<file path="src/rtl/wb_pkg.sv">
// Shared widths, register-file geometry and result-source encoding for the writeback slice.
package wb_pkg;
    localparam int WORD_LENGTH_DEFAULT = 32;
    localparam int REG_ADDR_W          = 5;
    localparam int NUM_REGS            = 32;

    typedef logic [REG_ADDR_W-1:0] reg_addr_t;

    typedef enum logic [1:0] {
        SRC_NONE = 2'd0,
        SRC_ALU  = 2'd1,
        SRC_LD   = 2'd2
    } wb_src_e;

    // x0 is hardwired: it is never written and never tracked as pending.
    function automatic logic is_live(reg_addr_t rd);
        return rd != '0;
    endfunction
endpackage

</file>
<file path="src/rtl/wb_if.sv">
// Writeback unit bus: ALU/load results in, scoreboard issue/query, register-file write out.
// Forwarding signals exist only when WB_FORWARD_EN is defined.
interface wb_if import wb_pkg::*; #(
    parameter int WORD_LENGTH = WORD_LENGTH_DEFAULT
);
    logic                   alu_valid;
    reg_addr_t              alu_rd;
    logic [WORD_LENGTH-1:0] alu_data;

    logic                   ld_valid;
    logic                   ld_ready;
    reg_addr_t              ld_rd;
    logic [WORD_LENGTH-1:0] ld_data;

    logic                   iss_load;
    reg_addr_t              iss_rd;

    reg_addr_t              query_rs1;
    reg_addr_t              query_rs2;
    logic                   stall;

    reg_addr_t              write_add;
    logic [WORD_LENGTH-1:0] write_data;
    logic                   write_enable;

`ifdef WB_FORWARD_EN
    logic                   fwd_rs1_hit;
    logic                   fwd_rs2_hit;
    logic [WORD_LENGTH-1:0] fwd_data1;
    logic [WORD_LENGTH-1:0] fwd_data2;
`endif

    modport master (
        output alu_valid, alu_rd, alu_data,
        output ld_valid, ld_rd, ld_data,
        input  ld_ready,
        output iss_load, iss_rd,
        output query_rs1, query_rs2,
        input  stall,
`ifdef WB_FORWARD_EN
        input  fwd_rs1_hit, fwd_rs2_hit, fwd_data1, fwd_data2,
`endif
        input  write_add, write_data, write_enable
    );

    modport slave (
        input  alu_valid, alu_rd, alu_data,
        input  ld_valid, ld_rd, ld_data,
        output ld_ready,
        input  iss_load, iss_rd,
        input  query_rs1, query_rs2,
        output stall,
`ifdef WB_FORWARD_EN
        output fwd_rs1_hit, fwd_rs2_hit, fwd_data1, fwd_data2,
`endif
        output write_add, write_data, write_enable
    );
endinterface

</file>
<file path="src/rtl/wb_scoreboard.sv">
// Pending-load scoreboard: one bit per register, set on load issue, cleared on load writeback.
// Updates take effect at the next edge; queries are combinational. No backpressure.
module wb_scoreboard import wb_pkg::*; (
    input  logic      clk,
    input  logic      rst,
    input  logic      set_vld,
    input  reg_addr_t set_rd,
    input  logic      clr_vld,
    input  reg_addr_t clr_rd,
    input  reg_addr_t query_rs1,
    input  reg_addr_t query_rs2,
    output logic      pend_rs1,
    output logic      pend_rs2
);
    logic [NUM_REGS-1:0] pending;
    logic [NUM_REGS-1:0] pending_nxt;

    // Clear first, then set, so a re-issue to the register being retired stays pending.
    always_comb begin
        pending_nxt = pending;
        if (clr_vld) begin
            pending_nxt[clr_rd] = 1'b0;
        end
        if (set_vld && is_live(set_rd)) begin
            pending_nxt[set_rd] = 1'b1;
        end
        pending_nxt[0] = 1'b0;
    end

    always_ff @(posedge clk or negedge rst) begin
        if (!rst) begin
            pending <= '0;
        end else begin
            pending <= pending_nxt;
        end
    end

    assign pend_rs1 = pending[query_rs1];
    assign pend_rs2 = pending[query_rs2];
endmodule

</file>
<file path="src/rtl/writeback_unit.sv">
// Writeback arbiter (ALU over load) with a 1-cycle registered register-file write stage and hazard stall.
// Loads are held off by ld_ready=0 while an ALU result is present; WB_FORWARD_EN adds write-stage forwarding.
module writeback_unit import wb_pkg::*; #(
    parameter int WORD_LENGTH = WORD_LENGTH_DEFAULT
) (
    input logic clk,
    input logic rst,
    wb_if.slave bus
);
    typedef struct packed {
        reg_addr_t              rd;
        logic [WORD_LENGTH-1:0] data;
    } res_t;

    wb_src_e                src;
    res_t                   res;
    logic                   ld_acc;
    logic                   wr_live;
    logic                   we;
    reg_addr_t              wa;
    logic [WORD_LENGTH-1:0] wd;
    logic                   pend_rs1;
    logic                   pend_rs2;
    logic                   wb_hit1;
    logic                   wb_hit2;

    always_comb begin
        src = SRC_NONE;
        res = '0;
        if (bus.alu_valid) begin
            src      = SRC_ALU;
            res.rd   = bus.alu_rd;
            res.data = bus.alu_data;
        end else if (bus.ld_valid) begin
            src      = SRC_LD;
            res.rd   = bus.ld_rd;
            res.data = bus.ld_data;
        end
    end

    assign bus.ld_ready = !bus.alu_valid;
    assign ld_acc       = (src == SRC_LD);
    assign wr_live      = (src != SRC_NONE) && is_live(res.rd);

    // Results to x0 are consumed without disturbing the held write address/data.
    always_ff @(posedge clk or negedge rst) begin
        if (!rst) begin
            we <= 1'b0;
            wa <= '0;
            wd <= '0;
        end else begin
            we <= wr_live;
            if (wr_live) begin
                wa <= res.rd;
                wd <= res.data;
            end
        end
    end

    assign bus.write_enable = we;
    assign bus.write_add    = wa;
    assign bus.write_data   = wd;

    wb_scoreboard u_scoreboard (
        .clk       (clk),
        .rst       (rst),
        .set_vld   (bus.iss_load),
        .set_rd    (bus.iss_rd),
        .clr_vld   (ld_acc),
        .clr_rd    (bus.ld_rd),
        .query_rs1 (bus.query_rs1),
        .query_rs2 (bus.query_rs2),
        .pend_rs1  (pend_rs1),
        .pend_rs2  (pend_rs2)
    );

    // A source being written this cycle has not reached the register file yet.
    assign wb_hit1 = we && is_live(bus.query_rs1) && (wa == bus.query_rs1);
    assign wb_hit2 = we && is_live(bus.query_rs2) && (wa == bus.query_rs2);

`ifdef WB_FORWARD_EN
    assign bus.stall       = pend_rs1 || pend_rs2;
    assign bus.fwd_rs1_hit = wb_hit1;
    assign bus.fwd_rs2_hit = wb_hit2;
    assign bus.fwd_data1   = wb_hit1 ? wd : '0;
    assign bus.fwd_data2   = wb_hit2 ? wd : '0;
`else
    assign bus.stall       = pend_rs1 || pend_rs2 || wb_hit1 || wb_hit2;
`endif
endmodule

</file>
<file path="src/flat_wrapper.sv">
// flat-port wrapper written by rule: the top's interface ports become plain ports
module writeback_unit_flat import wb_pkg::*;
#(
    parameter int WORD_LENGTH = WORD_LENGTH_DEFAULT
)
  (clk, rst, bus_alu_valid, bus_alu_rd, bus_alu_data, bus_ld_valid, bus_ld_rd, bus_ld_data, bus_ld_ready, bus_iss_load, bus_iss_rd, bus_query_rs1, bus_query_rs2, bus_stall, bus_write_add, bus_write_data, bus_write_enable);
  wb_if #(.WORD_LENGTH(WORD_LENGTH)) bus_i ();
  input logic clk;
  input logic rst;
  input wire logic [$bits(bus_i.alu_valid)-1:0] bus_alu_valid;
  input wire logic [$bits(bus_i.alu_rd)-1:0] bus_alu_rd;
  input wire logic [$bits(bus_i.alu_data)-1:0] bus_alu_data;
  input wire logic [$bits(bus_i.ld_valid)-1:0] bus_ld_valid;
  input wire logic [$bits(bus_i.ld_rd)-1:0] bus_ld_rd;
  input wire logic [$bits(bus_i.ld_data)-1:0] bus_ld_data;
  output wire logic [$bits(bus_i.ld_ready)-1:0] bus_ld_ready;
  input wire logic [$bits(bus_i.iss_load)-1:0] bus_iss_load;
  input wire logic [$bits(bus_i.iss_rd)-1:0] bus_iss_rd;
  input wire logic [$bits(bus_i.query_rs1)-1:0] bus_query_rs1;
  input wire logic [$bits(bus_i.query_rs2)-1:0] bus_query_rs2;
  output wire logic [$bits(bus_i.stall)-1:0] bus_stall;
  output wire logic [$bits(bus_i.write_add)-1:0] bus_write_add;
  output wire logic [$bits(bus_i.write_data)-1:0] bus_write_data;
  output wire logic [$bits(bus_i.write_enable)-1:0] bus_write_enable;
  assign bus_i.alu_valid = bus_alu_valid;
  assign bus_i.alu_rd = bus_alu_rd;
  assign bus_i.alu_data = bus_alu_data;
  assign bus_i.ld_valid = bus_ld_valid;
  assign bus_i.ld_rd = bus_ld_rd;
  assign bus_i.ld_data = bus_ld_data;
  assign bus_ld_ready = bus_i.ld_ready;
  assign bus_i.iss_load = bus_iss_load;
  assign bus_i.iss_rd = bus_iss_rd;
  assign bus_i.query_rs1 = bus_query_rs1;
  assign bus_i.query_rs2 = bus_query_rs2;
  assign bus_stall = bus_i.stall;
  assign bus_write_add = bus_i.write_add;
  assign bus_write_data = bus_i.write_data;
  assign bus_write_enable = bus_i.write_enable;
  writeback_unit #(.WORD_LENGTH(WORD_LENGTH)) u_core (.clk(clk), .rst(rst), .bus(bus_i));
endmodule
</file>
<file path="config.mk">
export PLATFORM = sky130hd
export DESIGN_NAME = writeback_unit_flat
export DESIGN_NICKNAME = d
export VERILOG_FILES = /design/src/rtl/wb_pkg.sv /design/src/rtl/wb_if.sv /design/src/rtl/wb_scoreboard.sv /design/src/rtl/writeback_unit.sv /design/src/flat_wrapper.sv
export SDC_FILE = /design/constraint.sdc
export NUM_CORES = 1
export LEC_CHECK = 0
export ABC_AREA = 1
export CORE_MARGIN = 5
export CORE_UTILIZATION = 35
export DETAILED_ROUTE_END_ITERATION = 7
export PLACE_DENSITY = 0.69
export SETUP_SLACK_MARGIN = 0.5
export SYNTH_ARGS = -nofsm -noshare
export SYNTH_HDL_FRONTEND = slang
export SYNTH_SLANG_ARGS = --single-unit
</file>
<file path="constraint.sdc">
create_clock -name clk -period 1.4 [get_ports clk]
set_input_delay 0.21 -clock clk [delete_from_list [all_inputs] [get_ports clk]]
set_output_delay 0.21 -clock clk [all_outputs]
set_load 0.05 [all_outputs]
</file>
==> flow report, run 1 <==
FINAL TIMING
--------------------------------------------------------------------------------------
Final min period                                                               1.89 ns
Fin. max-slew vios                                                                   0
Relative slew margins                                                            0.745
Final sum of negative setup slack                                            -0.488 ns
Share of the clock period used by the worst path after layout                     1.35
Worst hold-check slack                                                        0.333 ns
Worst setup skew after layout                                                     0 ns
Peak clock frequency supported by timing                                       530 MHz
Final number of setup-violating endpoints                                            1
Transition time of the tightest slew-check pin                                0.383 ns
Final worst slack                                                            -0.488 ns
RSZ-0062 raised after global routing                                              true
Final hold violation count                                                           0

LAYOUT
--------------------------------------------------------------------------------------
Fill cell total of the finished layout                                             828
Util after Layout                                                                0.688
Count of placed standard cells in the final layout, fillers left out               897
Area growth from synthesis to layout                                             91.9%
Design Area, Final                                                          7890 sq um
Fraction of final layout cells sized beyond drive strength 1                     0.465
Number of nets in the final layout                                                 844

PLACE
--------------------------------------------------------------------------------------
Number of input and output port buffers inserted                                   133
Post-Place Cell Area                                                        6610 sq um
Placed Instances                                                                   816
Final RePlAce weighted congestion                                                0.896
Pre-CTS setup slack                                                          -0.617 ns
DPL Wire Length                                                               10800 um

FLOORPLANNING
--------------------------------------------------------------------------------------
Fraction of the core area occupied by cells at floorplan                         0.359
Die area                                                                   14000 sq um
Die Y                                                                           118 um
Floorplan die width                                                             118 um
Number of top-level pins                                                           134
Number of placement rows                                                            39
Total core area                                                            11500 sq um

SYNTH
--------------------------------------------------------------------------------------
Synth Area in Compound Gates                                                     0.255
Post-synth EDFFs                                                                     0
Count of cell types in the netlist                                                  29
Area fraction in mux cells                                                           0
Synthesis warning total                                                              0
Post-synth top area cell                                                  sky130_fd_sc_hd__dfrtp_1
Area of the synthesized netlist per yosys stat                              4110 sq um
Fraction of post-synthesis cell area in the top cell type by area                0.420
Simple-Gate Area Share                                                           0.231
Share of synthesized area occupied by flip-flops and latches                     0.420
Syn Nets                                                                           599
Ranking of synthesized cells by area                                      sky130_fd_sc_hd__dfrtp_1 (42%), sky130_fd_sc_hd__nand2_1 (8.2%), sky130_fd_sc_hd__nand3_1 (7.2%), sky130_fd_sc_hd__a21oi_2 (7.0%), sky130_fd_sc_hd__o21ai_0 (5.8%)
Post-Synth XOR/XNOR Area                                                       0.00426
Synthesized area                                                            4110 sq um
Post-synthesis adder-cell area fraction                                              0
Cell count after synthesis                                                         505
Number of flip-flops and latches in the synthesized netlist                         69
Dominant register cell in the synthesized netlist                         sky130_fd_sc_hd__dfrtp_1
Count of instantiated cells in the yosys netlist                                   505
Share of flip-flops with an asynchronous set or reset                             1.00
Largest non-sequential cell family by area                                AND-OR/OR-AND gates
Syn_area_per_cell                                                           8.14 sq um

GLOBAL ROUTING
--------------------------------------------------------------------------------------
Total routing resource utilization after global routing                          0.218
Routing usage on met3                                                           0.0444
Total global routing overflow                                                        0
Pin count of the biggest net entering global routing                                70
Global routing met1 resource utilization                                         0.259
Vias in the first global route                                                    4783
Met2 GRT Util                                                                    0.389
First-pass GRT wire length                                                    24800 um
Global routing's busiest layer                                                    met2
Antenna violations before repair                                                     1

SETUP PATH
--------------------------------------------------------------------------------------
Critical R2R Launch                                                       u_core.bus.write_data[24]
Required time of the critical path                                             1.19 ns
Library cell contributing the largest single delay on the critical path   sky130_fd_sc_hd__dfrtp_1
Critical Path Max Stage Delay                                                  0.41 ns
Worst reg2reg setup slack                                                      0.42 ns
Worst setup path endpoint                                                    bus_stall
Worst R2R End                                                             u_core.bus.write_data[24]
Crit Path Category                                                             reg2out
Critical Path Source Type                                                    flip-flop
Arrival time reported for the critical path endpoint                           1.68 ns
Cell breakdown of the critical path                                       inv_2 > nand2_1 > nand3_1 > nand2_1 > inv_1 > nand3_1 > nand3_1 > nand2_1 > nor2_2 > nand2_2 > buf_12
Number of cells on the worst reg-to-reg path                                         4
CP Capture Type                                                             output pin
Cell family contributing the most delay on the critical path              simple AND/OR/NAND/NOR gates
Number of buffer and inverter instances along the worst setup path                   3
Crit. path cell count                                                               11
Critical path startpoint                                                  u_core.u_scoreboard.pending[27]
Biggest fanout along the worst timing path                                           2

CLOCK NETWORK
--------------------------------------------------------------------------------------
Insertion delay at the late pin of the worst-skew pair                         0.34 ns
Max H-tree Level                                                                     3
Worst-case clock buffer depth                                                        2
CTS root buf                                                              sky130_fd_sc_hd__clkbuf_16
Clock Sink Count                                                                    69
Clk pin slew, worst setup/hold paths                                           0.05 ns
CTS tree                                                                          done
TritonCTS Buffers                                                                    9

DRT
--------------------------------------------------------------------------------------
Total length of routed met2 wires                                              8780 um
Initial DRT Pass Iterations                                                          5
Topmost layer with routed signal wires                                            met4
Routed vias                                                                       4807
Detailed-routed wire length on met3                                            1020 um
Routed wire length per instance                                                18.6 um
DRT Wirelength                                                                16700 um
Wl on met1                                                                     6440 um
Remaining routing DRC violations                                                     0
Vias per cell                                                                     5.36
DRT antenna net count                                                                0
DR iter-0 viols                                                                    430

MIN PATH
--------------------------------------------------------------------------------------
Min-delay worst type                                                            in2reg
Number of stages on the worst hold path                                              4
Start point of the worst hold path                                        bus_iss_rd[1]
Hold-critical path endpoint                                               u_core.u_scoreboard.pending[20]

FLOW RUN
--------------------------------------------------------------------------------------
Warning total across the stage logs                                                 29
Max Cap Violations                                                                   0

OUTCOME
--------------------------------------------------------------------------------------
Violations in the final reports                                           negative setup slack
Outcome                                                                   finished with violations

POWER AND IR DROP
--------------------------------------------------------------------------------------
Reg power frac                                                                   0.324
Internal power consumption                                                     5.34 mW
Fraction of power spent switching nets                                           0.356
Worst vdd rail ir drop                                                        0.658 mV
Switching power of the nets                                                    2.96 mW
Leakage dissipation                                                            3.48 nW
Power density cells                                                       1050 nW/um^2
Clock power share                                                                0.253
Final Total Pwr                                                                8.29 mW
Part of the total power dissipated in combinational logic                        0.423

-- run 1: layout by cell type, fill, tap and decap left out, types with 30 or more instances in the layout --
| cell | instances |
|---|---|
| sky130_fd_sc_hd__o21ai_1 | 48 |
| sky130_fd_sc_hd__nor2_4 | 33 |
| sky130_fd_sc_hd__dfrtp_1 | 50 |
| sky130_fd_sc_hd__a22oi_1 | 32 |
| sky130_fd_sc_hd__clkdlybuf4s50_1 | 69 |
| sky130_fd_sc_hd__buf_4 | 83 |
| sky130_fd_sc_hd__nand2_1 | 84 |
| sky130_fd_sc_hd__nand3_1 | 46 |
| sky130_fd_sc_hd__buf_12 | 48 |
| sky130_fd_sc_hd__a21oi_2 | 30 |
-- run 1: worst register-to-register path: stages (launching register included) --
cell,delay [ns]
sky130_fd_sc_hd__dfrtp_2,0.42
sky130_fd_sc_hd__buf_4,0.15
sky130_fd_sc_hd__buf_4,0.14
sky130_fd_sc_hd__nor2_4,0.12
sky130_fd_sc_hd__a21oi_4,0.03
-- run 1: final cells by class --
class	count	area [sq um]	area share
inverters	56	239	0.0303
clock buffers	12	256	0.0325
multi-input cells	358	2510	0.319
clock inverters	2	10.0	0.00127
repair buffers	256	2940	0.373
well taps	143	179	0.0227
flip-flops and latches	69	1750	0.222
diodes	1	2.50	0.000317
-- run 1: power groups by stage --
stage	Sequential (mW)	Clock [mW]	Combinational [mW]
final	2.69	2.10	3.51
after global routing	2.72	2.21	3.72
after CTS	2.66	2.10	3.27
after detailed placement	2.72	0	2.84
after global placement	2.70	0	2.82
after floorplan	3.06	0	1.04
-- run 1: flip-flops by register name, summed over array words and instances, names as in the netlist --
register and cells:
u_core.bus.write_data 32, u_core.bus.write_add 5, u_core.bus.write_enable 1, u_core.u_scoreboard.pending 31
-- run 1: synth_stat cells (2+ instances only) --
library cell,n
sky130_fd_sc_hd__a21oi_1,7
sky130_fd_sc_hd__a21oi_2,33
sky130_fd_sc_hd__a22oi_1,32
sky130_fd_sc_hd__buf_2,5
sky130_fd_sc_hd__buf_4,3
sky130_fd_sc_hd__buf_6,8
sky130_fd_sc_hd__clkbuf_1,6
sky130_fd_sc_hd__dfrtp_1,69
sky130_fd_sc_hd__inv_1,46
sky130_fd_sc_hd__inv_2,10
sky130_fd_sc_hd__nand2_1,90
sky130_fd_sc_hd__nand3_1,59
sky130_fd_sc_hd__nand4_1,3
sky130_fd_sc_hd__nor2_1,12
sky130_fd_sc_hd__nor2_2,32
sky130_fd_sc_hd__o211ai_1,2
sky130_fd_sc_hd__o21ai_0,48
sky130_fd_sc_hd__o21ai_1,21
sky130_fd_sc_hd__o21ai_2,4
sky130_fd_sc_hd__o21bai_2,3
sky130_fd_sc_hd__o22ai_1,3
sky130_fd_sc_hd__xor2_1,2
-- run 1: what timing repair did --
action / 4_1_cts / 5_1_grt
resized: 131 / 61
pin swaps: 31 / 24
endpoints found under the setup margin: 109 / 107
setup buffers: 43 / 14
endpoints found under the hold margin: 69 / 0
cloned: 5 / 3
hold buffers: 1 / 0
**Run 1: the metal 1 layer**

The bar under the picture is 20 um long. Supply wires on this layer in gray.
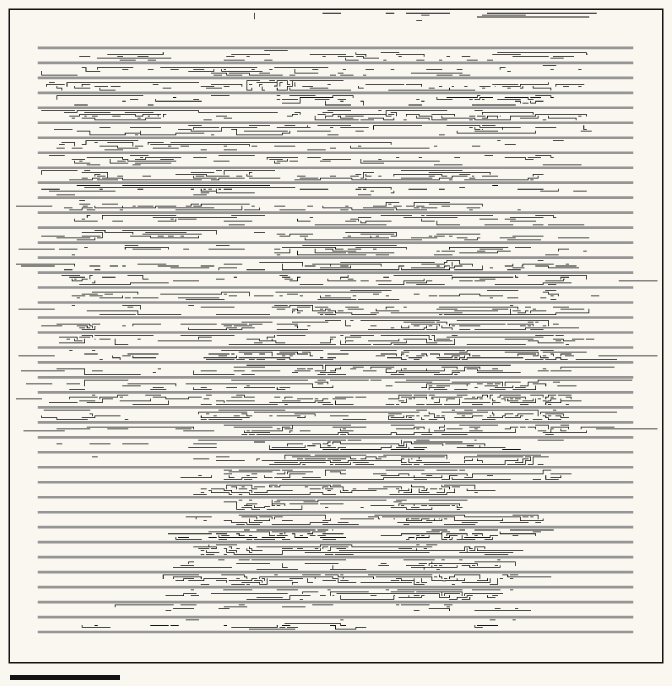
- longest straight run: 40.0 um
- nets with wire on the layer: 762

**Run 1: metal 2**

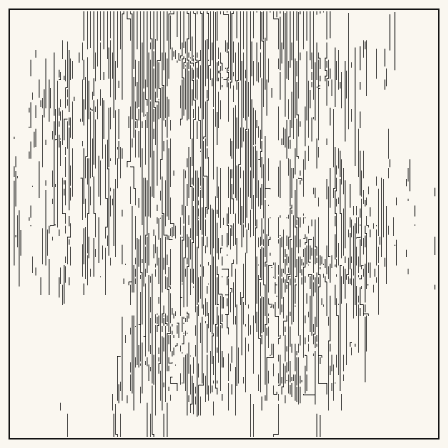
- main direction: vertical
- share of all routed wire: 53%

**Run 1: the metal 3 layer**

The bar under the picture is 20 um long.
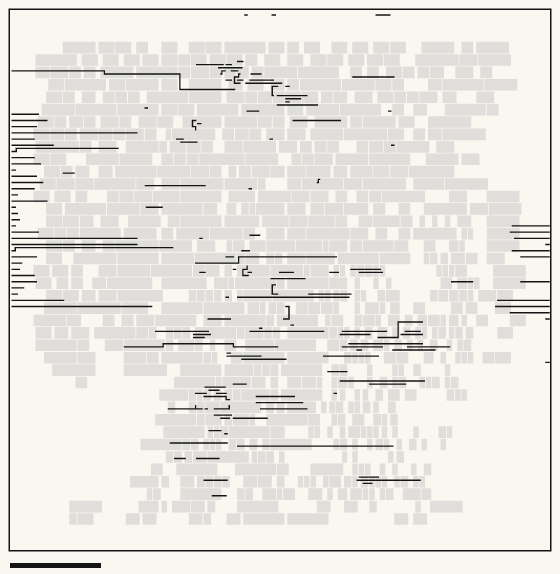
- share of all routed wire: 6.1%
- wire length on this layer: 1020 um
- nets with wire on the layer: 117
- main direction: horizontal
- longest straight run: 34.5 um

==> run 2: changes to the inputs <==
--- a/config.mk
+++ b/config.mk
@@ -6,6 +6,7 @@
 export NUM_CORES = 1
 export LEC_CHECK = 0
 export ABC_AREA = 1
+export CAP_MARGIN = 20
 export CORE_MARGIN = 5
 export CORE_UTILIZATION = 35
 export DETAILED_ROUTE_END_ITERATION = 7
**Run 2: clock wiring as the flow saved it**

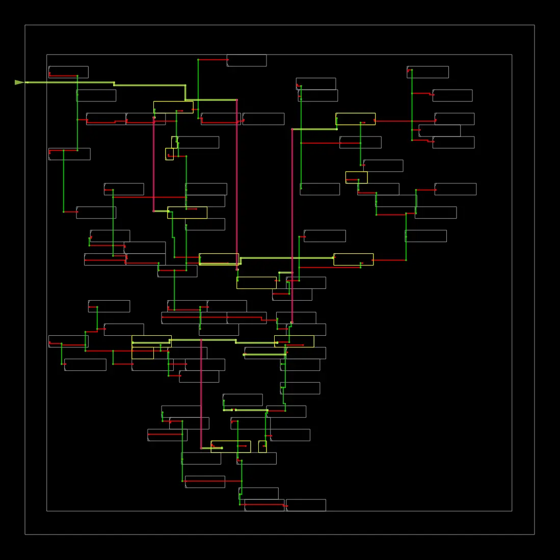
number of clock buffers in the layout: 12
Clock Sink Count: 69
TritonCTS Buffers: 9

**Run 2: the metal 1 layer**

The bar under the picture is 20 um long. Supply wires on this layer in gray.
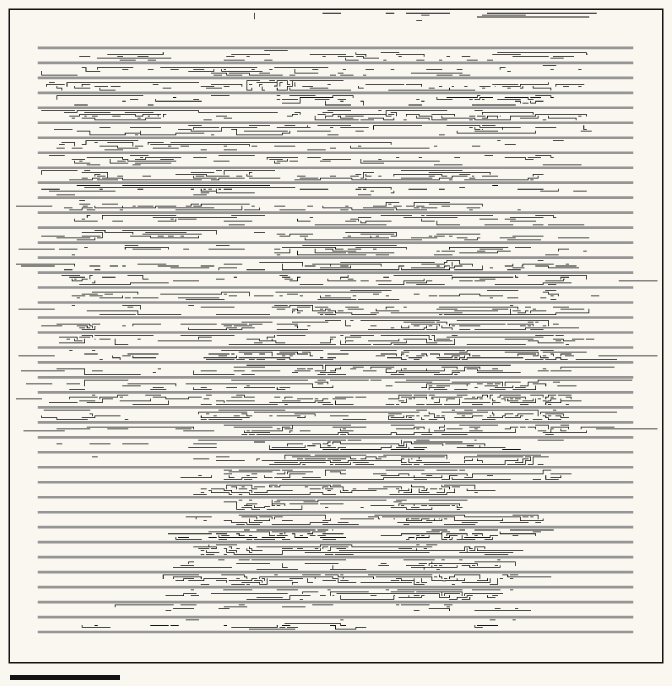
- share of all routed wire: 39%
- longest straight run: 40.0 um
- wire length on this layer: 6440 um
- nets with wire on the layer: 762
- main direction: horizontal

**Run 2: the metal 4 layer**

Supply wires on this layer in gray.
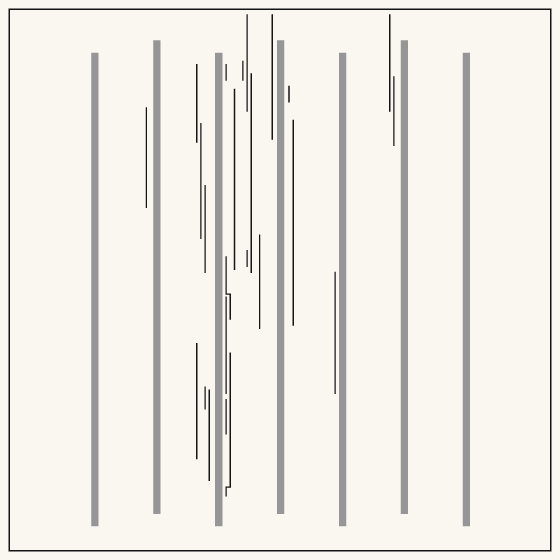
- longest straight run: 44.9 um
- nets with wire on the layer: 22
- main direction: vertical

==> flow report, run 2 <==
SETUP PATH
--------------------------------------------------------------------------------------
Required time of the critical path                                             1.19 ns   about the same
CP Capture Type                                                             output pin
Library cell contributing the largest single delay on the critical path   sky130_fd_sc_hd__dfrtp_1
Biggest fanout along the worst timing path                                           2   unchanged
Cell breakdown of the critical path                                       inv_2 > nand2_1 > nand3_1 > nand2_1 > inv_1 > nand3_1 > nand3_1 > nand2_1 > nor2_2 > nand2_2 > buf_12
Arrival time reported for the critical path endpoint                           1.68 ns   about the same
Critical Path Source Type                                                    flip-flop
Critical Path Max Stage Delay                                                  0.41 ns   about the same
Crit Path Category                                                             reg2out

SYNTH
--------------------------------------------------------------------------------------
Post-synth top area cell                                                  sky130_fd_sc_hd__dfrtp_1
Count of cell types in the netlist                                                  29   unchanged
Syn Nets                                                                           599   unchanged
Ranking of synthesized cells by area                                      sky130_fd_sc_hd__dfrtp_1 (42%), sky130_fd_sc_hd__nand2_1 (8.2%), sky130_fd_sc_hd__nand3_1 (7.2%), sky130_fd_sc_hd__a21oi_2 (7.0%), sky130_fd_sc_hd__o21ai_0 (5.8%)
Most popular library cell in the synthesized design by count              sky130_fd_sc_hd__nand2_1
Dominant register cell in the synthesized netlist                         sky130_fd_sc_hd__dfrtp_1
Post-synth EDFFs                                                                     0   unchanged
Count of instantiated cells in the yosys netlist                                   505   unchanged
Number of flip-flops and latches in the synthesized netlist                         69   unchanged
Synthesized area                                                            4110 sq um   unchanged
Area of the synthesized netlist per yosys stat                              4110 sq um   unchanged
Share of synthesized area occupied by flip-flops and latches                     0.420   unchanged
Share of flip-flops with an asynchronous set or reset                             1.00   unchanged
Leading cell types by count after synthesis                               sky130_fd_sc_hd__nand2_1 (90), sky130_fd_sc_hd__dfrtp_1 (69), sky130_fd_sc_hd__nand3_1 (59), sky130_fd_sc_hd__o21ai_0 (48), sky130_fd_sc_hd__inv_1 (46)
Cell count after synthesis                                                         505   unchanged
Fraction of post-synthesis cell area in the top cell type by area                0.420   unchanged
Synthesis warning total                                                              0   unchanged
Syn_area_per_cell                                                           8.14 sq um   unchanged

DRT
--------------------------------------------------------------------------------------
DRT Wirelength                                                                16700 um   unchanged
DR iter-0 viols                                                                    430   unchanged
Routed vias                                                                       4807   unchanged
Remaining routing DRC violations                                                     0   unchanged
DRT antenna net count                                                                0   unchanged
Initial DRT Pass Iterations                                                          5   unchanged
Routed wire length per instance                                                18.6 um   unchanged
Vias per cell                                                                     5.36   unchanged

LAYOUT
--------------------------------------------------------------------------------------
Area growth from synthesis to layout                                             91.9%   unchanged
Top cells excl fill/tap                                                   sky130_fd_sc_hd__nand2_1 (84), sky130_fd_sc_hd__buf_4 (83), sky130_fd_sc_hd__clkdlybuf4s50_1 (69), sky130_fd_sc_hd__dfrtp_1 (50)
Fill cell total of the finished layout                                             828   unchanged
Util after Layout                                                                0.688   unchanged
Number of nets in the final layout                                                 844   unchanged
Max reg flops                                                                       32   unchanged
Fraction of final layout cells sized beyond drive strength 1                     0.465   unchanged
Most numerous logic cell after layout                                     sky130_fd_sc_hd__nand2_1
Design Area, Final                                                          7890 sq um   unchanged

GLOBAL ROUTING
--------------------------------------------------------------------------------------
Total routing resource utilization after global routing                          0.218   unchanged
Antenna violations before repair                                                     1   unchanged
Total global routing overflow                                                        0   unchanged
Vias in the first global route                                                    4783   unchanged
Pin count of the biggest net entering global routing                                70   unchanged
First-pass GRT wire length                                                    24800 um   unchanged

PLACE
--------------------------------------------------------------------------------------
Pre-CTS setup slack                                                          -0.617 ns   unchanged
Final RePlAce weighted congestion                                                0.896   unchanged
Number of input and output port buffers inserted                                   133   unchanged
DPL Wire Length                                                               10800 um   unchanged
Post-Place Cell Area                                                        6610 sq um   unchanged

FINAL TIMING
--------------------------------------------------------------------------------------
Final min period                                                               1.89 ns   unchanged
Peak clock frequency supported by timing                                       530 MHz   unchanged
Fin. max-slew vios                                                                   0   unchanged
Relative slew margins                                                            0.745   unchanged
Final worst slack                                                            -0.488 ns   unchanged
Transition time of the tightest slew-check pin                                0.383 ns   unchanged
RSZ-0062 raised after global routing                                              true
Worst setup skew after layout                                                     0 ns   unchanged
Share of the clock period used by the worst path after layout                     1.35   unchanged
Final number of setup-violating endpoints                                            1   unchanged
Final hold violation count                                                           0   unchanged

OUTCOME
--------------------------------------------------------------------------------------
Violations in the final reports                                           negative setup slack
Outcome                                                                   finished with violations

FLOORPLANNING
--------------------------------------------------------------------------------------
Number of placement rows                                                            39   unchanged
Fraction of the core area occupied by cells at floorplan                         0.359   unchanged
Number of top-level pins                                                           134   unchanged
Die area                                                                   14000 sq um   unchanged
Die Y                                                                           118 um   unchanged
Floorplan die width                                                             118 um   unchanged
Total core area                                                            11500 sq um   unchanged

CLOCK NETWORK
--------------------------------------------------------------------------------------
CTS root buf                                                              sky130_fd_sc_hd__clkbuf_16
Insertion delay at the late pin of the worst-skew pair                         0.34 ns   about the same
Worst-case clock buffer depth                                                        2   unchanged
CTS tree                                                                          done
Max H-tree Level                                                                     3   unchanged
Clk pin slew, worst setup/hold paths                                           0.05 ns   about the same

POWER AND IR DROP
--------------------------------------------------------------------------------------
Power density cells                                                       1050 nW/um^2   unchanged
Worst vdd rail ir drop                                                        0.658 mV   unchanged
Final Total Pwr                                                                8.29 mW   unchanged
Leakage dissipation                                                            3.48 nW   unchanged

FLOW RUN
--------------------------------------------------------------------------------------
Warning total across the stage logs                                                 29   unchanged
Max Cap Violations                                                                   0   unchanged

MIN PATH
--------------------------------------------------------------------------------------
Min-delay worst type                                                            in2reg

[run 2: path summary, 6_finish.rpt]
check                                                startpoint                               to  slack (ns)  depth (start not counted)
min in group asynchronous                                   rst  u_core.u_scoreboard.pending[28]        0.43                          3
worst max-delay path            u_core.u_scoreboard.pending[27]                        bus_stall       -0.49                         11
worst min-delay path                              bus_iss_rd[1]  u_core.u_scoreboard.pending[20]        0.33                          4
worst min register to register  u_core.u_scoreboard.pending[20]  u_core.u_scoreboard.pending[20]        0.51                          2
max in group asynchronous                                   rst        u_core.bus.write_data[31]        0.65                          3
worst max register to register        u_core.bus.write_data[24]        u_core.bus.write_data[24]        0.42                          4
[run 2: critical path, delay by kind of cell, from the launching register on]
family,cells,cell delay [ns]
buffers and inverters,3,0.31
flip-flops,1,0.41
AND/OR/NAND/NOR,8,0.62
[run 2: repair_timing]
action                                  4_1_cts  5_1_grt
setup buffers                                43       14
hold endpoints to repair                     69        0
cloned                                        5        3
pin swaps                                    31       24
endpoints found under the setup margin      109      107
gates resized                               131       61
hold buffers                                  1        0
[run 2: layout make-up]
cell class	instances	area (sq um)	area share
Inverter	56	239	0.0303
Clock inverter	2	10.0	0.00127
Sequential cell	69	1750	0.222
Timing Repair Buffer	256	2940	0.373
Tap cell	143	179	0.0227
Multi-Input combinational cell	358	2510	0.319
Clock buffer	12	256	0.0325
Antenna cell	1	2.50	0.000317
[run 2: per-layer routing]
layer	global-route usage	wire length, um	vias to the layer above
li1	-	-	2213
met3	0.0444	1020	52
met4	0.0765	481	0
met5	0	0	-
met1	0.259	6440	2321
met2	0.389	8780	221
[run 2: kinds of logic (layout without fill, tap and decap cells)]
logic type | after synthesis | count (layout) | synth area share
simple gates | 200 | 200 | 0.231
compound gates | 156 | 156 | 0.255
buf+inv | 78 | 326 | 0.0901
flops | 69 | 69 | 0.420
xor+xnor | 2 | 2 | 0.00426
other cells | 0 | 1 | 0
[run 2: power breakdown]
part           total [mW]  internal [mW]  switching (mW)
Sequential           2.69           2.36           0.335
Combinational        3.51           1.71            1.79
Clock                2.10           1.27           0.829
[run 2: per-stage QoR]
step           hold slack [ns]  cells  TNS, ns
2_1_floorplan          -0.0856    505  -0.0512
3_3_place_gp             0.260    816   -18.74
3_5_place_dp             0.267    816   -20.07
4_1_cts                  0.388    879   -0.435
5_1_grt                  0.360    897   -0.639
6_report                 0.333    897   -0.488
Power and IR drop assume default switching activity.
